[src/rtl/tdm_pkg.sv]
// tdm_pkg: shared definitions for the TDM receive demultiplexer.
//   state_e     - frame alignment FSM encoding (hunting vs. locked to frames)
//   ERR_CNT_W   - width of the optional sync error counter
//   NCH_DEFAULT - default number of slots per frame
package tdm_pkg;

  typedef enum logic {
    StHunt   = 1'b0,
    StLocked = 1'b1
  } state_e;

  localparam int unsigned ERR_CNT_W   = 8;
  localparam int unsigned NCH_DEFAULT = 8;

endpackage

[src/rtl/tdm_demux8_dec.sv]
// demux_dec: SEL_W-to-NCH one-hot decoder gated by an enable. Produces the
// per-slot shadow write strobes for the receive demultiplexer.
// Ports:
//   sel    in  SEL_W  slot index to decode
//   en     in  1      all outputs low when deasserted
//   onehot out NCH    bit k high when en && sel == k
module demux_dec #(
  parameter int unsigned NCH   = 8,
  parameter int unsigned SEL_W = $clog2(NCH)
) (
  input  logic [SEL_W-1:0] sel,
  input  logic             en,
  output logic [NCH-1:0]   onehot
);

  always_comb begin
    onehot = '0;
    if (en) begin
      onehot[sel] = 1'b1;
    end
  end

endmodule

[src/rtl/tdm_demux8.sv]
// tdm_demux8: receive end of a TDM serial channel. Each valid sample is steered
// into a per-slot shadow register by an internal slot counter; a complete frame
// is copied to dout in one step so dout never shows a partial frame.
// Optional feature: define TDM_DEMUX_ERR_CNT_EN to add a saturating 8-bit
// sync error counter on port err_cnt.
// Ports:
//   clk         in  1          rising-edge clock
//   rst         in  1          asynchronous active-high reset
//   din         in  WIDTH      sample for the current slot
//   din_valid   in  1          din carries a sample this cycle
//   frame_start in  1          sample is slot 0 of a new frame (qualified by din_valid)
//   dout        out NCH*WIDTH  last complete frame, channel k at [k*WIDTH +: WIDTH]
//   frame_done  out 1          pulse: dout updated
//   sync_err    out 1          pulse: framing error (short frame or missing marker)
//   locked      out 1          aligned to frames
//   sel         out SEL_W      slot the next valid sample goes to
//   err_cnt     out 8          saturating sync error count (TDM_DEMUX_ERR_CNT_EN only)
module tdm_demux8
  import tdm_pkg::*;
#(
  parameter int unsigned WIDTH = 1,
  parameter int unsigned NCH   = NCH_DEFAULT,
  parameter int unsigned SEL_W = $clog2(NCH)
) (
  input  logic                 clk,
  input  logic                 rst,
  input  logic [WIDTH-1:0]     din,
  input  logic                 din_valid,
  input  logic                 frame_start,
  output logic [NCH*WIDTH-1:0] dout,
  output logic                 frame_done,
  output logic                 sync_err,
  output logic                 locked,
`ifdef TDM_DEMUX_ERR_CNT_EN
  output logic [ERR_CNT_W-1:0] err_cnt,
`endif
  output logic [SEL_W-1:0]     sel
);

  state_e                 state_q, state_d;
  logic [SEL_W-1:0]       sel_q, sel_d;
  logic [WIDTH-1:0]       shadow_q [NCH];
  logic [NCH*WIDTH-1:0]   dout_q, dout_next;
  logic                   frame_done_q, frame_done_d;
  logic                   sync_err_q, sync_err_d;
  logic                   wr_en, load_dout;
  logic [SEL_W-1:0]       wr_sel;
  logic [NCH-1:0]         wr_onehot;

  // A marker always lands in slot 0, whatever the counter says.
  assign wr_sel = frame_start ? '0 : sel_q;

  demux_dec #(
    .NCH   (NCH),
    .SEL_W (SEL_W)
  ) u_dec (
    .sel    (wr_sel),
    .en     (wr_en),
    .onehot (wr_onehot)
  );

  // Final slot bypasses the shadow so the frame is published on the same edge.
  always_comb begin
    dout_next = '0;
    for (int k = 0; k < NCH - 1; k++) begin
      dout_next[k*WIDTH +: WIDTH] = shadow_q[k];
    end
    dout_next[(NCH-1)*WIDTH +: WIDTH] = din;
  end

  always_comb begin
    state_d      = state_q;
    sel_d        = sel_q;
    wr_en        = 1'b0;
    load_dout    = 1'b0;
    frame_done_d = 1'b0;
    sync_err_d   = 1'b0;
    if (din_valid) begin
      unique case (state_q)
        StHunt: begin
          if (frame_start) begin
            wr_en   = 1'b1;
            sel_d   = SEL_W'(1);
            state_d = StLocked;
          end
        end
        StLocked: begin
          if (frame_start) begin
            // Marker mid-frame: drop the partial frame and restart.
            sync_err_d = (sel_q != '0);
            wr_en      = 1'b1;
            sel_d      = SEL_W'(1);
          end else if (sel_q == '0) begin
            // Frame finished but no marker followed: lost alignment.
            sync_err_d = 1'b1;
            state_d    = StHunt;
          end else begin
            wr_en = 1'b1;
            sel_d = sel_q + SEL_W'(1);
            if (sel_q == SEL_W'(NCH - 1)) begin
              load_dout    = 1'b1;
              frame_done_d = 1'b1;
            end
          end
        end
        default: state_d = StHunt;
      endcase
    end
  end

  always_ff @(posedge clk or posedge rst) begin
    if (rst) begin
      state_q      <= StHunt;
      sel_q        <= '0;
      dout_q       <= '0;
      frame_done_q <= 1'b0;
      sync_err_q   <= 1'b0;
      for (int k = 0; k < NCH; k++) begin
        shadow_q[k] <= '0;
      end
    end else begin
      state_q      <= state_d;
      sel_q        <= sel_d;
      frame_done_q <= frame_done_d;
      sync_err_q   <= sync_err_d;
      if (load_dout) begin
        dout_q <= dout_next;
      end
      for (int k = 0; k < NCH; k++) begin
        if (wr_onehot[k]) begin
          shadow_q[k] <= din;
        end
      end
    end
  end

`ifdef TDM_DEMUX_ERR_CNT_EN
  logic [ERR_CNT_W-1:0] err_cnt_q;

  always_ff @(posedge clk or posedge rst) begin
    if (rst) begin
      err_cnt_q <= '0;
    end else if (sync_err_d && (err_cnt_q != '1)) begin
      err_cnt_q <= err_cnt_q + ERR_CNT_W'(1);
    end
  end

  assign err_cnt = err_cnt_q;
`endif

  assign dout       = dout_q;
  assign frame_done = frame_done_q;
  assign sync_err   = sync_err_q;
  assign locked     = (state_q == StLocked);
  assign sel        = sel_q;

endmodule
[config.mk]
export PLATFORM = sky130hd
export DESIGN_NAME = tdm_demux8
export DESIGN_NICKNAME = d
export VERILOG_FILES = /design/src/rtl/tdm_pkg.sv /design/src/rtl/tdm_demux8_dec.sv /design/src/rtl/tdm_demux8.sv
export SDC_FILE = /design/constraint.sdc
export NUM_CORES = 1
export LEC_CHECK = 0
export CORE_ASPECT_RATIO = 1.2
export CORE_UTILIZATION = 37
export CTS_CLUSTER_DIAMETER = 100
export DETAILED_ROUTE_END_ITERATION = 16
export SKIP_LAST_GASP = 1
export SLEW_MARGIN = 20
export SYNTH_ARGS = -nofsm -noshare
export SYNTH_HDL_FRONTEND = slang
export SYNTH_SLANG_ARGS = --single-unit
[constraint.sdc]
create_clock -name clk -period 2.3 [get_ports clk]
set_input_delay 0.575 -clock clk [delete_from_list [all_inputs] [get_ports clk]]
set_output_delay 0.575 -clock clk [all_outputs]
set_load 0.05 [all_outputs]
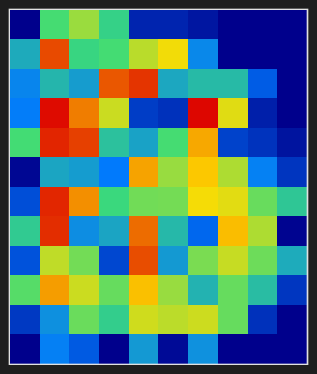
*Cell density map, run 1*
(6 px per um) The die is cut into 10 by 12 equal tiles; dark blue is low, red is high, 0 to 100% covered.
fullest tile	99%
nearly empty tiles	14%
mean over tiles	42%
tiles over 75% full	16%

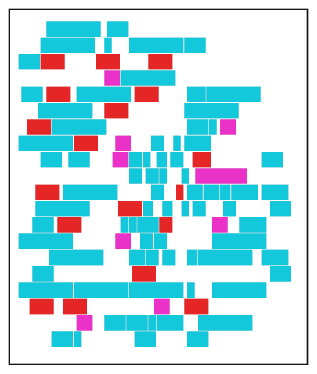
*Cell sizes after repair, run 1*
(6 px per um)
colour	size	cells	most used
red	_2 cells	18	mux2_2
cyan	_0 and _1 cells	78	dfrtp_1
magenta	_3 and _4 cells	9	buf_4

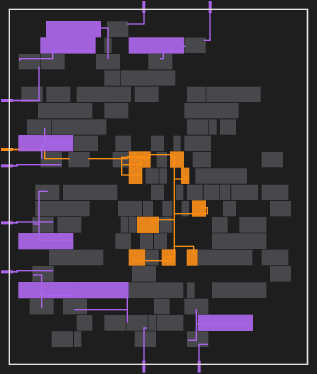
*Wires at chosen ports, followed through buffers, run 1*
(6 px per um)
colour	port	direction	edge	end cells	buffers	wire
orange	din_valid	input	left	10	2	85.9 um
purple	dout	output	4 left, 2 bottom, 2 top	8	8	147 um

==> flow_summary.yaml, run 1 <==
# synthesis and place-and-route metrics
clocking:
  root_buffer: "clkbuf_4"
  cts_max_level: 1
  post_cts_buffers: 0
  cts_buffers: 3
  ctsResizeCount: 0
  tritoncts: "built"
  cts.sinks: 21
  clkTransAtPathRegs_ns: 0.11
  clock_latency_ns: 0.30
  cts_buffer_depth: 2
  cts_hold_buf: 0
critical_path:
  cp_top_family: "buffers and inverters"
  path_class: "register to primary output"
  crit_path_start: "sel[1]"
  cp-start-kind: "register"
  max_stage_delay_ns: 0.85
  ff2ff_setup_slack_ns: 0.20
  ff2ff_path_depth: 9
  crit_fanout: 7
  crit_path_end: "sel[1]"
  arrival_ns: 1.64
  worst_path_max_delay_cell: "clkdlybuf4s50_1"
  worstPathCellList: "clkdlybuf4s50_1"
  worstSetupEndpointType: "primary output"
  timing.rr.end: "dout_next[5]"
  reg2reg_from: "sel[1]"
  crit_buf_inv: 1
  path_depth: 1
  crit_required_ns: 1.73
power:
  pg_comb_mw: 0.829
  clockPowerShare: 0.108
  power_clock_mw: 0.172
  maxPowerGroup: "combinational logic"
  leakage_nw: 0.611
  p_comb_frac: 0.519
  vdd_drop_max_mv: 0.553
  powerDensity_nw_per_um2: 1260
  p_seq_frac: 0.373
  p_sw_frac: 0.436
  sequentialPower_mw: 0.595
  p_sw_mw: 0.696
  internal-power_mw: 0.900
die:
  initCoreUtil: 0.392
  chip_area_um2: 2910
  rows: 20
  die_y_um: 58.9
  die_w_um: 49.5
  io_pins: 19
  placeableCoreArea_um2: 2550
yosys:
  yosys.area.top_type: "dfrtp_1"
  yosysSeqAreaShare: 0.526
  yosys_warnings: 0
  synth.most_common_cell: "dfrtp_1"
  async_flop_share: 1.00
  synth_cell_type_count: 27
  top_area_frac: 0.526
  yosys_area_um2: 1000
  ys_cells: 81
  ys.flop_type: "dfrtp_1"
  syn-instance-count: 81
  synth_area_um2: 1000
  top_cells_by_area: "dfrtp_1 53%, mux2_2 17%, ha_1 5.0%"
  edf_count: 0
  synth_nets: 90
  synth_flops: 21
  synthTopCellsByCount: "21 x dfrtp_1, 15 x mux2_2, 5 x inv_1"
  syn_avg_cell_area_um2: 12.3
layout:
  drive_above_1_share: 0.257
  antennaDiodeCount: 0
  finalInstanceArea_um2: 1270
  filler_cell_count: 245
  final_nets: 115
  finalNonFillerCells: 138
  synthToLayoutAreaGrowth_pct: 27.0
  comb_area_um2: 432
  flop_area_um2: 526
route:
  wl_per_cell_um: 13.1
  m1WireLength_um: 840
  drc_errors: 0
  drt-initial-drc-count: 8
  vias: 690
  routed_wirelength_um: 1810
  highest_layer: "met4"
  drt-pass1-iter-count: 4
  via_per_inst: 5.00
  met2_length_um: 886
  ant_nets: 0
  wl_met3_um: 57
global_routing:
  antenna_found_initial: 0
  met1_usage: 0.185
  met2_usage: 0.254
  grtUsageMet3: 0.0155
  grt_pass1_wl_um: 3220
  grt_max_degree: 22
  grt.total_usage: 0.146
  grt-busiest-layer: "met2"
  grt_pass1_vias: 719
  grt-ovfl-total: 0
sta:
  relSlewSlack: 0.667
  hold_viol: 0
  finalSetupTns_ns: 0
  rsz0062_at_grt: "no"
  fin_crit_ns: 2.22
  max_freq_mhz: 451
  finalCritPeriodShare: 0.963
  worstMarginPinSlew_ns: 0.499
  slew_violations: 0
  clock_skew_ns: 0.000857
  setup_viol: 0
  hold_ws_ns: 0.515
placement:
  port_buffers: 18
  placed_cell_area_um2: 1240
  gp_congestion: 0.832
  dp.cells: 134
  hpwl_um: 1370
worst_hold_path:
  hold_start: "dout_next[1]"
  hold_class: "register to register"
  holdPathEnd: "dout[1]"
  hold_depth: 1
flow_run:
  warnings: 27
  maxCapViolations: 0
status:
  status: "complete, no violations"
run 1: state kept, by name, summed over array words and instances (netlist names):
name and count:
sync_err 1, locked 1, dout 8, frame_done 1, dout_next 7, sel 3
run 1: area by class of cell:
cell class | count | area share
clock buffer | 4 | 0.0207
inverter | 6 | 0.0177
multi-input combinational | 51 | 0.340
sequential | 21 | 0.414
tap | 33 | 0.0325
timing repair buffer | 23 | 0.175
run 1: cells by family after synthesis:
group | after synthesis | share of synthesized area
compound gates | 9 | 0.0613
fa+ha+maj | 4 | 0.0501
buf+inv | 9 | 0.0425
flops | 21 | 0.526
mux | 16 | 0.179
simple gates | 22 | 0.141
run 1: cells in the final DEF, fill, tap and decap left out, drive strengths merged:
cell,n
inv,6
a22o,1
clkbuf,4
and3,2
o21ai,1
nor4b,1
a21o,1
a21oi,2
a31oi,1
clkdlybuf4s50,16
o22ai,1
dfrtp,21
nor3b,1
ha,4
buf,5
a21boi,1
nand2b,2
nand4,4
mux2,15
or2,1
o211a,1
mux2i,1
nor3,2
nand2,4
nor2,2
dlymetal6s2s,2
nor2b,3
run 1: per-stage QoR:
step / setup slack, ns / power [mW] / utilization
after global placement: 0.107 / 1.42 / 0.485
final: 0.0844 / 1.60 / 0.498
after global routing: 0.0145 / 1.70 / 0.498
after CTS: 0.0215 / 1.62 / 0.496
after floorplan: 0.0543 / 1.18 / -
after detailed placement: 0.0603 / 1.44 / 0.485
run 1: worst reg2reg max path, cell delays in order (launching register included):
cell and delay (ns):
dfrtp_1 0.48, inv_1 0.11, ha_1 0.18, nand2b_2 0.08
inv_2 0.10, ha_1 0.20, nor2b_1 0.07, or2_2 0.31
nand4_1 0.13, mux2_2 0.33
### Cell outlines without signal wires, run 1

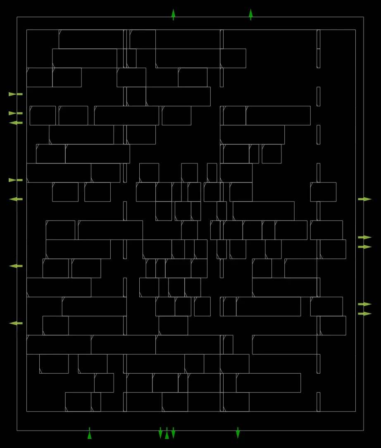

--- run 2 (diff from run 1) ---
- CELL_PAD_IN_SITES_DETAIL_PLACEMENT: default -> 0
- CELL_PAD_IN_SITES_GLOBAL_PLACEMENT: default -> 1
- PLACE_DENSITY_LB_ADDON: default -> 0.1
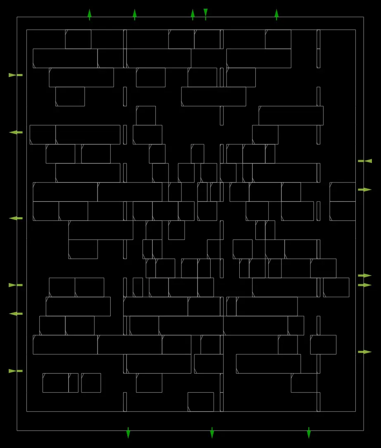
*Cell outlines without signal wires, run 2*
Rows: 20
fin cells: 139
core area: 2550 um^2
Final Util: 0.499

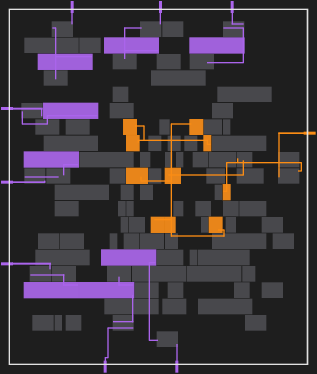
*Wires at chosen ports, followed through buffers, run 2*
(6 px per um)
colour	port	direction	edge	end cells	buffers	wire
purple	dout	output	3 top, 3 left, 2 bottom	8	8	144 um
orange	din_valid	input	right	10	2	105 um

==> run 2 against run 1 <==
  * Hold slack got worse by 0.0042 ns
  * Highest routed layer unchanged
  * Combinational power rose by 0.5%
  * Critical endpoint unchanged
  * Flip-flop count did not move
  * Non-clock buffer count rose by 1
  * Routed wire length rose by 2.2%
  * Setup slack improved by 0.0014 ns
  * Via count rose by 1.3%
  * Die area did not move
  * Power barely moved
  * Critical path depth did not move
==> flow_summary.yaml, run 2 <==
# synthesis and place-and-route metrics
yosys:
  synth_cell_type_count: 27
  yosysSeqAreaShare: 0.526
  synth.most_common_cell: "dfrtp_1"
  edf_count: 0
  synth_area_um2: 1000
  top_cells_by_area: "dfrtp_1 53%, mux2_2 17%, ha_1 5.0%"
  syn-instance-count: 81
  synthTopCellsByCount: "21 x dfrtp_1, 15 x mux2_2, 5 x inv_1"
  top_area_frac: 0.526
  synth_flops: 21
  ys.flop_type: "dfrtp_1"
  yosys_area_um2: 1000
  synth_nets: 90
  yosys.area.top_type: "dfrtp_1"
  ys_cells: 81
  async_flop_share: 1.00
  syn_avg_cell_area_um2: 12.3
  yosys_warnings: 0
worst_hold_path:
  hold_depth: 1
  hold_class: "register to register"
die:
  die_w_um: 49.5
  die_y_um: 58.9
  io_pins: 19
  chip_area_um2: 2910
  initCoreUtil: 0.392
power:
  vdd_drop_max_mv: 0.581
  leakage_nw: 0.597
  powerDensity_nw_per_um2: 1250
global_routing:
  grt-busiest-layer: "met2"
  grtUsageMet3: 0.0155
  met2_usage: 0.256
  grt.total_usage: 0.148
  grt_pass1_wl_um: 3270
  grt_pass1_vias: 728
  grt-ovfl-total: 0
  grt_max_degree: 22
  met1_usage: 0.185
  antenna_found_initial: 0
clocking:
  cts_hold_buf: 0
  cts_max_level: 1
  cts.sinks: 21
  cts_buffer_depth: 2
  ctsResizeCount: 0
  post_cts_buffers: 0
  clkTransAtPathRegs_ns: 0.11
  tritoncts: "built"
  root_buffer: "clkbuf_4"
  cts_buffers: 3
  clock_latency_ns: 0.29
critical_path:
  cp-start-kind: "register"
  crit_fanout: 7
  reg2reg_from: "sel[0]"
  path_class: "register to primary output"
  worstSetupEndpointType: "primary output"
  crit_buf_inv: 1
  timing.rr.end: "dout_next[3]"
  crit_path_start: "sel[1]"
  max_stage_delay_ns: 0.85
  arrival_ns: 1.64
  crit_path_end: "sel[1]"
  cp_top_family: "buffers and inverters"
  ff2ff_setup_slack_ns: 0.18
  ff2ff_path_depth: 9
  worstPathCellList: "clkdlybuf4s50_1"
  crit_required_ns: 1.73
  path_depth: 1
  worst_path_max_delay_cell: "clkdlybuf4s50_1"
route:
  via_per_inst: 5.03
  drt-pass1-iter-count: 4
  vias: 699
  drc_errors: 0
  drt-initial-drc-count: 13
  ant_nets: 0
  wl_per_cell_um: 13.3
  routed_wirelength_um: 1850
layout:
  lay_top_cells: "21 x dfrtp_1, 18 x clkdlybuf4s50_1, 15 x mux2_2"
  layout_top_cell: "dfrtp_1"
  final_nets: 116
  drive_above_1_share: 0.264
  largest_register_ffs: 8
  finalInstanceArea_um2: 1270
  synthToLayoutAreaGrowth_pct: 27.3
  antennaDiodeCount: 0
sta:
  finalCritPeriodShare: 0.963
  clock_skew_ns: 0.00168
  relSlewSlack: 0.669
  max_freq_mhz: 452
  fin_crit_ns: 2.21
  worstMarginPinSlew_ns: 0.495
  setup_viol: 0
  slew_violations: 0
  finalSetupTns_ns: 0
  rsz0062_at_grt: "no"
  hold_ws_ns: 0.511
  hold_viol: 0
flow_run:
  warnings: 27
  maxCapViolations: 0
placement:
  placed_cell_area_um2: 1250
  port_buffers: 18
  gp_congestion: 0.755
  hpwl_um: 1340
status:
  status: "complete, no violations"
## run 2: cell counts after synthesis
No cell type changed its count.
## run 2: kinds of logic after synthesis
group | after synthesis | share of synthesized area
adders and majority gates | 4 | 0.0501
and+or+nand+nor | 22 | 0.141
AOI/OAI and AO/OA | 9 | 0.0613
muxes | 16 | 0.179
buffers and inverters | 9 | 0.0425
DFF | 21 | 0.526
## run 2: per-stage QoR
stage,utilization,power [mW],setup WS [ns],cells
floorplan,-,1.18,0.0543,81
global placement,0.488,1.43,0.0885,135
detailed placement,0.488,1.43,0.0802,135
CTS,0.499,1.61,0.0781,139
global route,0.499,1.70,0.0156,139
finish,0.499,1.59,0.0859,139
## run 2: worst min path at each step
stage | start | endpoint
5_1_grt | dout[2] | dout[2]
3_5_place_dp | dout_next[5] | dout_next[5]
4_1_cts | dout_next[1] | dout_next[1]
3_3_place_gp | dout_next[1] | dout[1]
6_report | dout_next[1] | dout_next[1]
2_1_floorplan | dout_next[0] | dout_next[0]
## run 2: layout make-up
type | count | area [um^2]
Fill cell | 247 | 1280
Clock buffer | 4 | 26.3
Timing Repair Buffer | 24 | 225
Inverter | 6 | 22.5
Multi-Input combinational cell | 51 | 432
Tap cell | 33 | 41.3
Sequential cell | 21 | 526
## run 2: layer usage
layer  wire length, um  share of wire  vias up
met5                 0              0        -
met4                19          0.010        0
met3                60          0.032        2
met2               905           0.49       13
met1               865           0.47      344
li1                  -              -      340
## run 2: report_power, final
part | internal (mW) | switching (mW) | total (mW)
Combinational | 0.339 | 0.494 | 0.833
Clock | 0.0675 | 0.106 | 0.174
Sequential | 0.494 | 0.0945 | 0.588
Total | 0.900 | 0.695 | 1.59
--- run 3 (diff from run 2) ---
- CTS_CLUSTER_DIAMETER: 100 -> default
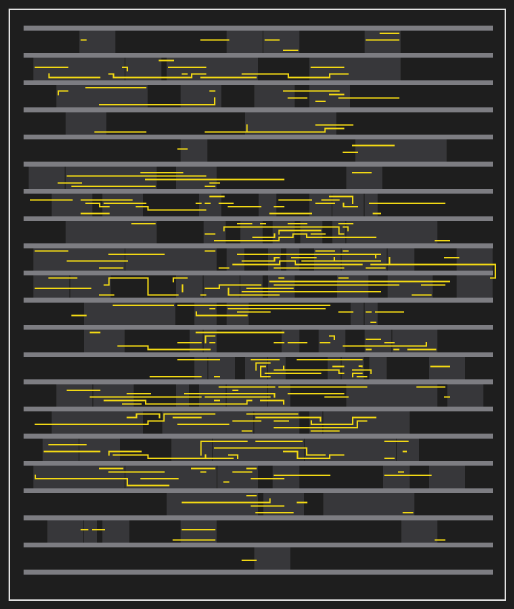
*Signal wires on met1, run 3*
(10 px per um) Supply wires on this layer in grey. Cells faint in the background.
main direction	horizontal
longest straight run	17.9 um

==> run 3 against run 2 <==
  * Non-clock buffer count did not move
  * Synthesized cell count did not move
  * Core utilization did not move
  * Sequential power about the same
  * Clock skew stayed put
  * Register-to-register slack hardly changed
  * Final area is the same
  * Final cell count stayed put
  * Sequential share of layout area is the same
  * Setup slack stayed put
  * Largest cell class unchanged
==> flow_summary.yaml, run 3 <==
# synthesis and place-and-route metrics
power:
  vdd_drop_max_mv: 0.581
  powerDensity_nw_per_um2: 1250
  p_total_mw: 1.59
  internal-power_mw: 0.900
  leakage_nw: 0.597
  p_sw_mw: 0.695
  p_comb_frac: 0.522
  clockPowerShare: 0.109
  p_seq_frac: 0.369
  p_sw_frac: 0.436
sta:
  slew_violations: 0
  hold_viol: 0
  finalSetupTns_ns: 0
  clock_skew_ns: 0.00168
  worstMarginPinSlew_ns: 0.495
  relSlewSlack: 0.669
  rsz0062_at_grt: "no"
  fin_crit_ns: 2.21
status:
  status: "complete, no violations"
clocking:
  cts_max_level: 1
  ctsResizeCount: 0
  cts_buffer_depth: 2
  clkTransAtPathRegs_ns: 0.11
  cts_hold_buf: 0
  tritoncts: "built"
  post_cts_buffers: 0
  clock_latency_ns: 0.29
yosys:
  async_flop_share: 1.00
  synth_nets: 90
  synth_area_um2: 1000
  yosys_area_um2: 1000
  top_cells_by_area: "dfrtp_1 53%, mux2_2 17%, ha_1 5.0%"
  synth.most_common_cell: "dfrtp_1"
  yosys.area_share.aoi: 0.0613
  xor_share: 0
  ys.flop_type: "dfrtp_1"
  mux_share: 0.179
  top_logic_kind: "multiplexers"
  syn_avg_cell_area_um2: 12.3
  yosys_warnings: 0
  synthTopCellsByCount: "21 x dfrtp_1, 15 x mux2_2, 5 x inv_1"
  edf_count: 0
  syn-instance-count: 81
  yosysSeqAreaShare: 0.526
die:
  die_y_um: 58.9
  io_pins: 19
  rows: 20
  chip_area_um2: 2910
  die_w_um: 49.5
  initCoreUtil: 0.392
worst_hold_path:
  hold_class: "register to register"
layout:
  finalNonFillerCells: 139
  lay_top_cells: "21 x dfrtp_1, 18 x clkdlybuf4s50_1, 15 x mux2_2"
  layout_top_cell: "dfrtp_1"
  antennaDiodeCount: 0
  fin_util: 0.499
  largest_register_ffs: 8
  drive_above_1_share: 0.264
critical_path:
  cp_top_family: "buffers and inverters"
  crit_required_ns: 1.73
  path_class: "register to primary output"
  cp-start-kind: "register"
  max_stage_delay_ns: 0.85
  worstPathCellList: "clkdlybuf4s50_1"
  worst_path_max_delay_cell: "clkdlybuf4s50_1"
  arrival_ns: 1.64
  crit_buf_inv: 1
placement:
  gp_congestion: 0.755
  dp.cells: 135
  hpwl_um: 1340
route:
  wl_per_cell_um: 13.3
  routed_wirelength_um: 1850
  ant_nets: 0
global_routing:
  grt_max_degree: 22
  antenna_found_initial: 0
  grt_pass1_vias: 728
  grt_pass1_wl_um: 3270
  grt.total_usage: 0.148
  grt-ovfl-total: 0
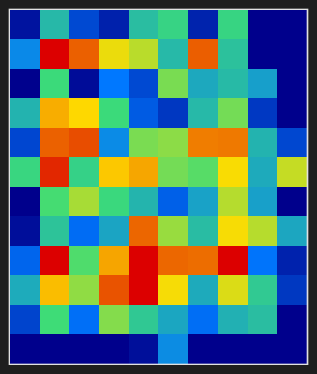
*Cell density map, run 3*
(6 px per um) The die is cut into 10 by 12 equal tiles; dark blue is low, red is high, 0 to 100% covered.
fullest tile	100%
mean over tiles	42%
emptiest ninth of the die	top right
tiles over 75% full	18%
nearly empty tiles	15%

## run 3: cell counts in the layout (fill, tap and decap cells not counted)
No cell type changed its count.
## run 3: path summary, 6_finish.rpt
path                              startpoint      endpoint  cells after the start
worst max-delay path                  sel[1]        sel[1]                      1
worst min-delay path            dout_next[1]  dout_next[1]                      1
worst max register to register        sel[0]  dout_next[3]                      9
worst min register to register  dout_next[1]  dout_next[1]                      1
max in group asynchronous                rst        sel[2]                      3
min in group asynchronous                rst       dout[4]                      3
## run 3: per-layer routing
layer	global-route usage	part of all wire	routed length, um
met4	0.0735	0.010	19
met5	0	0	0
met1	0.185	0.47	865
met2	0.256	0.49	905
met3	0.0155	0.032	60
## run 3: cell type report
class / instances / area (um^2)
clock buffer: 4 / 26.3
fill: 247 / 1280
inverter: 6 / 22.5
multi-input combinational: 51 / 432
sequential: 21 / 526
tap: 33 / 41.3
timing repair buffer: 24 / 225
## run 3: through the flow
stage | hold slack, ns | cell area [um^2] | setup WS, ns
after floorplan | 0.474 | 1000 | 0.0543
after global placement | 0.487 | 1250 | 0.0885
after detailed placement | 0.490 | 1250 | 0.0802
after CTS | 0.517 | 1270 | 0.0781
after global routing | 0.539 | 1270 | 0.0156
final | 0.511 | 1270 | 0.0859
## run 3: cells by family after synthesis
| group | count (synthesis) |
|---|---|
| muxes | 16 |
| and+or+nand+nor | 22 |
| buffers and inverters | 9 |
| AOI/OAI and AO/OA | 9 |
| adders and majority gates | 4 |
| DFF | 21 |
## run 3: power groups by stage
stage,Combinational [mW],Clock [mW],Sequential (mW)
global route,0.900,0.192,0.612
global placement,0.832,0,0.594
detailed placement,0.836,0,0.597
finish,0.833,0.174,0.588
floorplan,0.346,0,0.839
CTS,0.841,0.183,0.589
No activity file was given, so power comes from the tool's default toggle rates.
